==> config.mk <==
export PLATFORM = sky130hd
export DESIGN_NAME = bin_to_bcd
export DESIGN_NICKNAME = d
export VERILOG_FILES = /design/src/rtl/bin_to_bcd_pkg.sv /design/src/rtl/bin_to_bcd_dabble_step.sv /design/src/rtl/bin_to_bcd.sv
export SDC_FILE = /design/constraint.sdc
export NUM_CORES = 1
export LEC_CHECK = 0
export ABC_AREA = 1
export CELL_PAD_IN_SITES_DETAIL_PLACEMENT = 1
export CELL_PAD_IN_SITES_GLOBAL_PLACEMENT = 2
export CORE_MARGIN = 2
export CORE_UTILIZATION = 28
export DETAILED_ROUTE_END_ITERATION = 8
export GPL_ROUTABILITY_DRIVEN = 0
export PLACE_DENSITY_LB_ADDON = 0.1
export SLEW_MARGIN = 5
export SYNTH_ARGS = -nofsm -noshare
export SYNTH_HDL_FRONTEND = slang
export SYNTH_SLANG_ARGS = --single-unit
==> constraint.sdc <==
create_clock -name clk -period 3.96 [get_ports clk]
set_clock_uncertainty 0.1 [all_clocks]
set_input_delay 0.792 -clock clk [delete_from_list [all_inputs] [get_ports clk]]
set_output_delay 0.792 -clock clk [all_outputs]
set_load 0.03 [all_outputs]
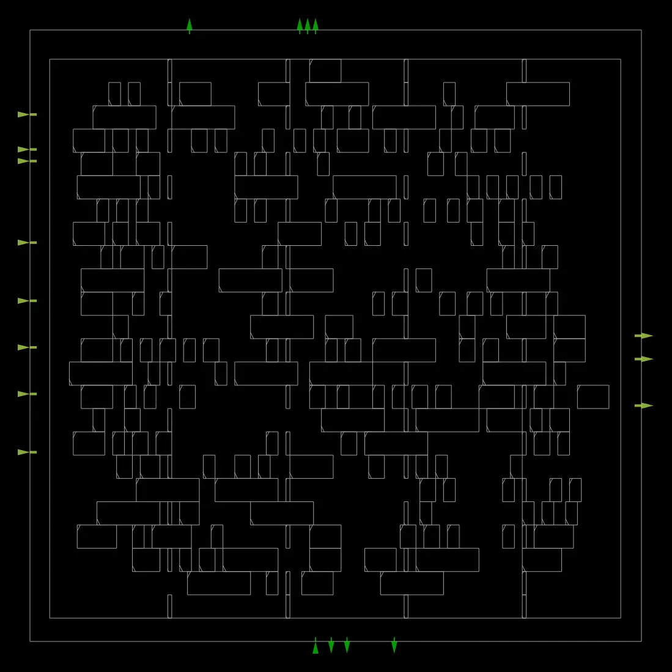
Run 1: placement view
flop count: 27
fraction of area in registers: 35.5%
Fillers: 535

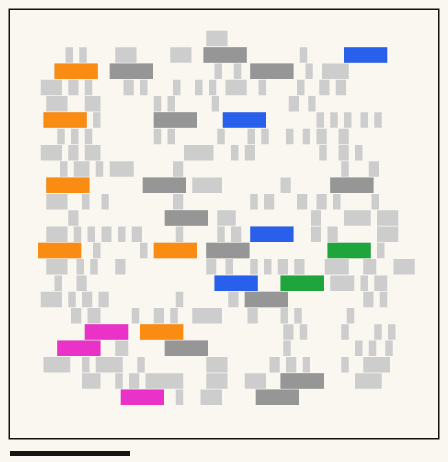
Run 1: sequential cells grouped by signal name
The bar under the picture is 20 um long. Other sequential cells in the stronger grey, the rest of the logic in the fainter grey.
Magenta shows shift_cnt_reg, flops 3. Orange shows bin_sh_reg, flops 6. Blue shows units_reg, flops 4. Green shows digit_h, flops 2.
Another 12 sequential cells are not coloured.
Core Util, Final: 35.0%
P_seq: 0.286 mW
Register Area: 541 um2

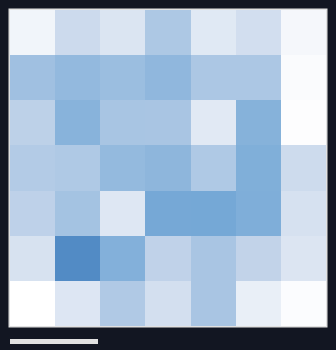
Run 1: cell area per tile
The bar under the picture is 20 um long. 7 x 7 tiles, from white (low) to dark blue (high), 0 to 100% covered.
The fullest tile reaches 63%. The emptiest ninth of the die: upper right. The densest ninth of the die: centre. The mean over all tiles is 29%. 6.1% of the tiles are nearly empty.
Core Footprint: 4350 um2
fp_density: 29.2%

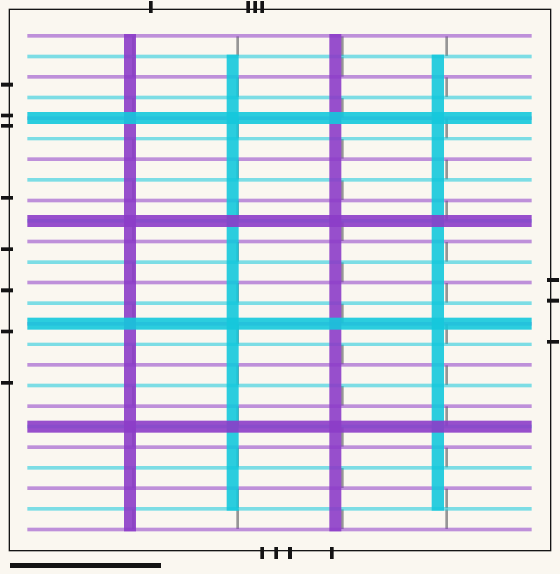
Run 1: PDN straps and rails
The bar under the picture is 20 um long. Pins as bars on the die edge. Tap cells in grey.
Purple shows VSS. Cyan shows VDD.
4 straps on met4. 52 tap cells. 25 met1 rails follow the rows.
Chip Height: 71.4 um
worst vdd ir: 0.112 mV
Die X: 71.4 um

==> changes_impl.md <==
## Flow update

* Leakage Power at 0.649 nW
* Asr flop ratio synth at 0%
* PwrDens at 322 nW/um2
* CTS root buffer: clkbuf_8
* Synthesized area at 1270 um2
* Crit path required time at 3.07 ns
* Dpl hpwl at 2270 um
* Area Overhead vs Synth at 19.7%
* # port buffers at 18
* Share of layout cells above drive strength 1 at 6.38%
* Critical Path Sink Type: primary output
* Top cells by area: dfxtp_1 42%, nand2_1 14%, inv_1 6.2%
* Top logic family: simple AND/OR/NAND/NOR gates
* Nets at 204
* Post-Syn Instances at 172
* Post-synthesis sequential area ratio at 42.5%
* Residual DRC count at 0
* Antenna violations before repair at 0
* Highest clock rate at 453 MHz
* WP data arrival at 1.31 ns
* Status: finished clean
* Critical Path Fanout Max at 2
* Xor/xnor share at 0.688%
* Reg2Reg Depth at 5
* Cts repair resizes at 0
* Largest net degree at the start of global routing at 21
* Synth area leader: dfxtp_1
* Adder Area Share at 5.90%
* Antenna diodes at 0
* Num ports at 19
* Commonest flop: dfxtp_1
* Vias in the first global route at 1115
* Measured slew at the worst slew-check pin at 0.748 ns
* Max-slew headroom at 50.1%
* Hold crit path type: reg2reg
* CTS H-tree lvls at 1
* CP Class: reg2out
* GRT Util Overall at 13.0%
* CP bufs+invs at 1
* Clk latency late pin at 0.28 ns
* Final Critical Period at 2.21 ns
* Syn nets at 187
* Avg Cell Area, Syn at 7.40 um2
* First-pass GRT wire length at 5260 um
* Most frequent cells in the layout: 48 x nand2_1, 27 x dfxtp_1, 21 x inv_1
* Reg2Reg Setup Slack at 2.26 ns
* Number of enable flip-flop cells at 0
* Final ANT Viol Nets at 0
* # Cells Yosys at 172
* Chip area at 5100 um2
* Clock sink total at 27
* CP delay by family, top: buffers and inverters
* Via count at 1102
* Yosys synthesis chip area at 1270 um2
* Fin. max-slew vios at 0
* Tool warnings at 29
* Cts hold-fix bufs at 0
* WL final at 3050 um
* CP max stage cell: clkdlybuf4s50_1
* Unique cell types at 24
* CTS tree: built
* Crit start category: register
* Final period util at 55.7%
* Synth flops at 27
* Hold depth at 2
* Max cap viols at 0
* Simple-Gate Area Share at 28.5%
* Avg Vias per Cell at 4.59
run 1: synth_stat cells, types with 2 or more instances:
master and count:
a22oi_1 2, o21ai_0 12, nor2_4 2, dfxtp_1 27, nand2_1 48, nor2_1 11, a21oi_1 14, buf_4 2
ha_1 6, buf_2 3, nand3_1 12, inv_1 21
run 1: routing by layer:
layer | vias to the layer above | track usage, % | wire length (um)
met3 | 4 | 1.69 | 82
li1 | 573 | - | -
met5 | - | 0 | 0
met4 | 0 | 3.77 | 34
met1 | 512 | 16.0 | 1410
met2 | 13 | 23.8 | 1520
run 1: where the power goes:
| part | total, mW | switching, mW | internal, mW | leakage [nW] |
|---|---|---|---|---|
| Clock | 0.164 | 0.0928 | 0.0707 | 0.0255 |
| Combinational | 0.0398 | 0.0226 | 0.0172 | 0.404 |
| Sequential | 0.286 | 0.00824 | 0.278 | 0.219 |
run 1: cell families (layout without fill, tap and decap cells):
kind of cell | after synthesis | count (layout)
buffers and inverters | 29 | 45
XOR/XNOR | 1 | 1
adder cells (fa/ha/maj) | 6 | 6
AND/OR/NAND/NOR | 80 | 80
flip-flops | 27 | 27
AND-OR/OR-AND | 29 | 29
run 1: per-stage QoR:
stage	power (mW)	instance area [um2]	hold slack [ns]	setup WS, ns
6_report	0.490	1520	0.363	1.75
3_3_place_gp	0.333	1480	0.343	1.59
4_1_cts	0.499	1520	0.367	1.74
3_5_place_dp	0.333	1480	0.351	1.52
5_1_grt	0.514	1520	0.387	1.63
2_1_floorplan	0.318	1270	0.336	2.39
run 1: final cells by class:
class | instances | area share (%)
clock buffer | 3 | 2.71
clock inverter | 1 | 0.329
inverter | 23 | 6.00
multi-input combinational | 116 | 39.4
sequential | 27 | 35.5
tap | 52 | 4.27
timing repair buffer | 18 | 11.8
Power figures rest on the tool's default switching activity, not on a simulated workload.
